Design nes_button_conditioner, sky130hd; sources not shown.
Run 1, close-up of the layout:
Bar = 20 um. Window x 10 to 60, y 44 to 94 um. Cells in grey, sequential cells in the stronger grey; small squares are vias.
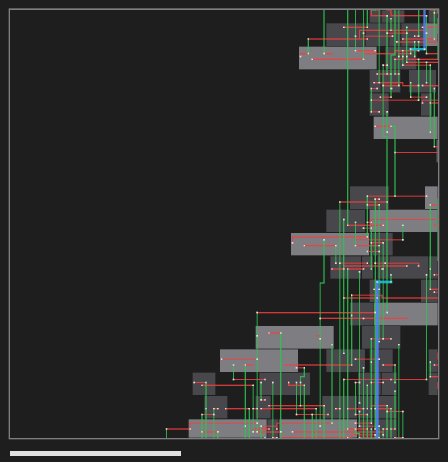
[red] met1
[cyan] met3
[green] met2
[blue] met4
most frequent: dfrtp_1 (9), ha_1 (6), buf_4 (6)
sequential cells in the window: 9
cells with their middle in the window: 47

Run 1, cell outlines without signal wires:
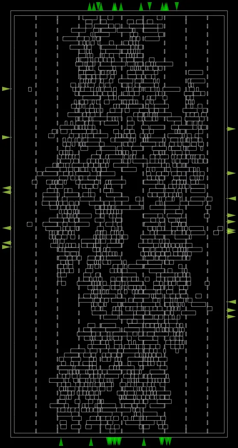
area of the placeable core: 36,400 um^2
row count: 99

Run 1, signal metal coverage by tile:
Bar = 50 um. 14 x 28 tiles, from black (low) to pale yellow (high), scaled to the fullest tile. Values are wire area over tile area, all layers added.
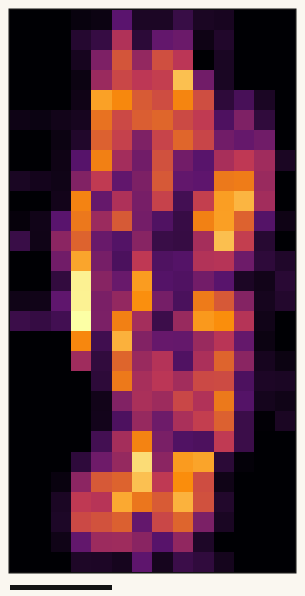
nearly empty tiles: 27%
fullest tile: 0.41
emptiest ninth of the die: south-west
tiles over half the peak: 22%
mean over tiles: 0.11
via count: 9,193
WL/cell: 15.4 um
sum of routed wire length over all layers: 26,700 um
GRT Total Usage: 13.5%

==> summary.txt, run 1 <==
Numbers from the implementation run.

The run finished with clean final reports. The max-capacitance violation count is 0. Looking at the power breakdown, sequential logic takes 31.4% of the total. The length of routed met3 wiring is ~570 um. The power consumed by combinational cells is approximately 6.4 mW. For this run, global-route usage on met2 was measured as between 20% and 30%.

According to the cell report, the number of logic gates is 862. Per the layout area report, the sequential fraction of cell area is between 20 and 30%. Counting endpoints that fail hold in the final report gives 0.

The power per standard cell area is about 950 nW/um^2. The timing report notes that buffer and inverter cells on the critical path total 1. The pin closest to its max-slew limit shows a slew of between 700 and 800 ps. The largest non-sequential cell family by area is AND-OR/OR-AND gates.

The fraction of power consumed by combinational cells is between 50% and 60%. The simple logic cell fraction of the synthesized area is between 20% and 30%. The clock network area share is 2.33%.

Leaving out fill and tap cells, the most frequent cells in the layout are sky130_fd_sc_hd__buf_4, sky130_fd_sc_hd__dfrtp_1, sky130_fd_sc_hd__nand2_1. The completed layout was analyzed and its total power is approximately 12 mW. The main area contributors are sky130_fd_sc_hd__dfrtp_1, sky130_fd_sc_hd__ha_1, sky130_fd_sc_hd__o21ai_0, sky130_fd_sc_hd__nand2_1, sky130_fd_sc_hd__nand3_1. The net switching power in the latest report is between 5 and 6 mW. The longest incremental delay of any stage on the critical path is reported as around 460 ps. The synthesized instance count is roughly 1,200.

Clock tree synthesis inserted a total of 17 buffers. For reference, the clock transition at the flip-flops on the worst setup and hold paths is roughly 130 ps. In the global route stage, met1 resource usage came out at around an eighth. The number of warnings reported in the stage logs is ~75. Once detail routing completed, the nets flagged for antenna violations numbered 0. The area growth from synthesis to layout is 22.8%. The switching fraction of total power is 44.4%. The peak supply drop is 270 uV. The post-synthesis instance area is a little over 10,000 um^2. The gate-level netlist out of Yosys references between 70 and 80 unique cell types. The later pin in the worst-skew pair is clocked with a latency of between 500 and 600 ps.

Before CTS, the worst setup slack after placement is -183 ps. The headroom to the max-slew limit is around 52%. Across all setup checks in the final design, the least slack found is approximately 46 ps. Per the gpl log, the routability congestion estimate is 0.835. The CTS tree is yes. Once placement completed, the tool counted placed cells totaling 1,694. In the log, the iteration count for the first detailed-route pass is 5. The number of antenna cells inserted is 1.

Listed in order, past its start point the critical path passes ha_2 > nor4b_2 > a41oi_2 > buf_4 > nor4_2 > a41oi_1 > nor4_1. The combinational share of cell area is about half. The report lists the number of cells resized after CTS as 49. Ranked by instance count, the synthesized netlist is headed by sky130_fd_sc_hd__dfrtp_1, sky130_fd_sc_hd__nand2_1, sky130_fd_sc_hd__o21ai_0. The clock net in this run drives a total of about 150 sinks. Yosys printed 0 warnings. The proportion of netlist area held by the largest area contributor is 35.3%.

The mean area per synthesized cell is slightly below 9 um^2. The finished layout holds ~1,700 standard cells, fillers aside. The width of the chip is approximately 140 um.

Setup repair after global routing could not meet its margin everywhere. The arithmetic-cell share of the synthesized area counting full adders, half adders and majority gates is between 8 and 9%. Global routing used 2.23% of the available met3 tracks. Per the final report, the share of cell area in non-clock buffers is approximately an eighth. Per report_power, the clock group accounts for approximately 15% of the total.

The most frequent cell after synthesis is sky130_fd_sc_hd__dfrtp_1. Entering global routing, the biggest net connects ~45 pins. The top cell type in the final layout, fill and taps aside, is sky130_fd_sc_hd__buf_4. The finished layout reports a core utilization of 34.7%. The number of global-route vias before repair was 9,230. The well-tap cell count is 454.

Setup slack on the worst reg-to-reg path comes out at 50 ps. Across all hold checks on the routed design, the worst slack comes to 353 ps. The sum of overflow across all layers after global routing is 0.

The H-tree depth is 4. The biggest slice of the area belongs to multi-input combinational cells. Clock network power for this build is 1.80 mW. The cell leakage power is 5.43 nW. The initial antenna violation count is 1. In this run the worst hold path is classified as input pin to flip-flop.

The number of flip-flops and latches in the synthesized netlist is approximately 150. STA classifies the critical path startpoint as a flip-flop. The initial standard-cell utilization of the core is 28.3%. Of all cell types, the one taking the most synthesized area is sky130_fd_sc_hd__dfrtp_1.
Run 1, placed cells, one colour a class:
Fill, decap, tap and diode cells in grey.
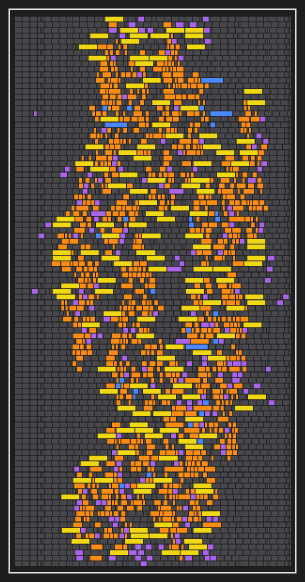

## Run 2: what changed since run 1
==> constraint.sdc (replaced) <==
create_clock -name i_clk -period 2.33 [get_ports i_clk]
set_clock_uncertainty 0.05 [all_clocks]
set_input_delay 0.466 -clock i_clk [delete_from_list [all_inputs] [get_ports i_clk]]
set_output_delay 0.466 -clock i_clk [all_outputs]
set_load 0.05 [all_outputs]
Run 2, placed cells, one colour a class:
Fill, decap, tap and diode cells in grey.
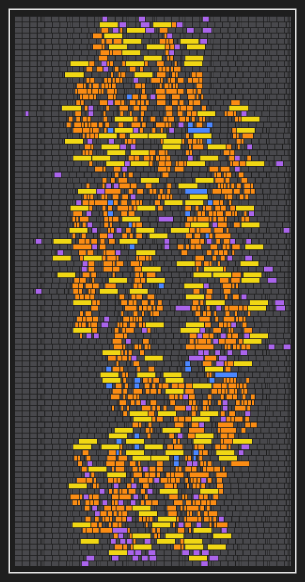
[purple] other buffers and delay cells | cells: 152
[orange] all other logic | cells: 930
[yellow] flip-flops | cells: 145
[blue] clock drivers and dummy loads | cells: 31
Final Core Density: 33.9%
finished layout cell area: 12,300 um^2

Run 2, sequential cells coloured by netlist name:
Other sequential cells in the stronger grey, the rest of the logic in the fainter grey.
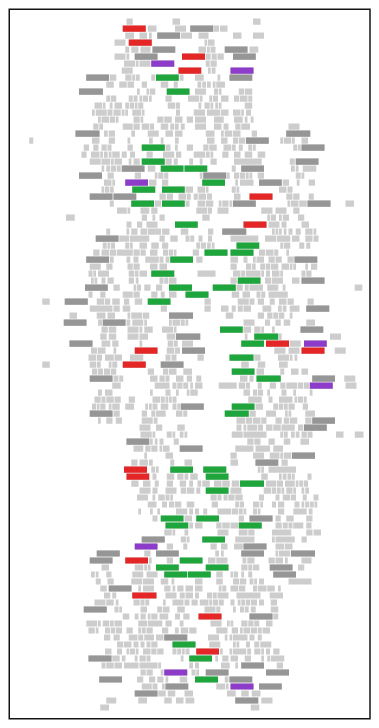
[red] `g_chan.u_chan.state_q` | placed flops: 16
[purple] `g_chan.u_chan.released_q` | placed flops: 8
[green] `g_chan.u_chan.deb_cnt_q` | placed flops: 48
not coloured: 73
total sequential power: 3.71 mW
footprint of the flip-flops and latches: 3640 um^2
share of the final layout cell area in sequential cells: 29.5%

==> run 2 against run 1 <==
Maximum frequency rose by 0.61%. Setup slack improved by 14 ps. Die area did not move. Sequential power fell by 2%. Register-to-register slack barely moved. Cell count fell by 1.4%. First-iteration DRC count fell by 37%. Largest power group unchanged.
==> summary.txt, run 2 <==
Numbers from the implementation run.

The run finished with clean final reports. Net switching is 44.8% of the power. The CTS report gives the tree buffer count as 17. STA on the placed design reports a worst setup slack of -64.9 ps.

The timing report gives the worst reg2reg path a setup slack of 60 ps. The clock edge transition at the registers on the reported setup and hold paths is 140 ps. The number of antenna cells inserted is 1. Of all the cell area in the finished design, the clock network holds 2.37%. The final weighted congestion recorded by global placement is around 0.86.

The initial antenna violation count is 1. The width of the chip is 140 um. The main area contributors are sky130_fd_sc_hd__dfrtp_1, sky130_fd_sc_hd__ha_1, sky130_fd_sc_hd__o21ai_0, sky130_fd_sc_hd__nand2_1, sky130_fd_sc_hd__nand3_1.

Final hold analysis gives a worst-case slack of between 150 and 200 ps. The transition time of the tightest slew-check pin is 611 ps. The peak supply drop is 306 uV. Setup repair after global routing could not meet its margin everywhere. The power per standard cell area is 941 nW/um^2.

The headroom to the max-slew limit is between 50% and 60%. Checking hold timing, the worst path is listed with class input pin to flip-flop. Per the detail_route log, met3 wirelength is between 600 and 700 um. The multi-input gate count is around 860. For reference, the top cells by count after synthesis are sky130_fd_sc_hd__dfrtp_1, sky130_fd_sc_hd__nand2_1, sky130_fd_sc_hd__o21ai_0. During tapcell insertion the tool placed 454 well taps.

The number of global-route vias before repair is around 9,000. The cell kind with the greatest summed area is multi-input combinational cells. In this run the cell area of the synthesized design comes to about 10,000 um^2. Routing resource usage on met2 recorded by global route was a little over a quarter.

The clock reaches the later pin of the worst-skew pair after a little under 600 ps. The share of total power in sequential cells is between 30% and 40%. The post-detailed-route count of antenna-violating nets is 0. Of the total power, the clock network draws 14.8%.

The layout report gives the multi-input gate share of total cell area as a little over 50%. Summed over all routing layers, the global router reports a total usage of 13.1%. The area growth from synthesis to layout is 20.0%.

The total of cells resized after clock tree synthesis is 29. The detailed router reported a total wirelength of 25,300 um. Per STA, the highest per-stage delay on the worst path measures 650 ps.

Per the final report, the share of cell area in non-clock buffers is about a tenth. The top cell types in the final layout, fill and taps aside, are sky130_fd_sc_hd__dfrtp_1, sky130_fd_sc_hd__buf_4, sky130_fd_sc_hd__nand2_1. The finished layout holds between 1,500 and 2,000 standard cells, fillers aside. The number of flip-flops and latches in the synthesized netlist is about 150.

The mean area per synthesized cell is roughly 8.8 um^2. The initial standard-cell utilization of the core is approximately 28%. The fraction of met1 tracks used by global routing is 11.9%. The synthesis run identifies the leading combinational cell family as AND-OR/OR-AND gates. The count of warnings emitted by yosys is 0. Recorded from the global router log, the overflow total was 0.

Traced cell by cell, the critical path runs through ha_1 > xnor2_1 > nor3b_1 > buf_4 > and4_1 > o21ai_1 > or4b_2 > o211ai_1. The number of sinks driven by the clock tree is 145. The tool warning count for the run is 75. The fraction of power consumed by combinational cells is between 50% and 60%. The count of mapped cells out of synthesis is between 1,000 and 1,500. The most frequently placed logic cell in the final layout is sky130_fd_sc_hd__dfrtp_1. In this run, power in the clock network comes to 1.73 mW. The final power report lists total power as between 10 and 15 mW. Global routing used 2.26% of the available met3 tracks. The most frequently used library cell after synthesis is sky130_fd_sc_hd__dfrtp_1. Summed over all cells, the static leakage comes to around 5.4 nW.
No activity file was given, so power comes from the tool's default toggle rates.
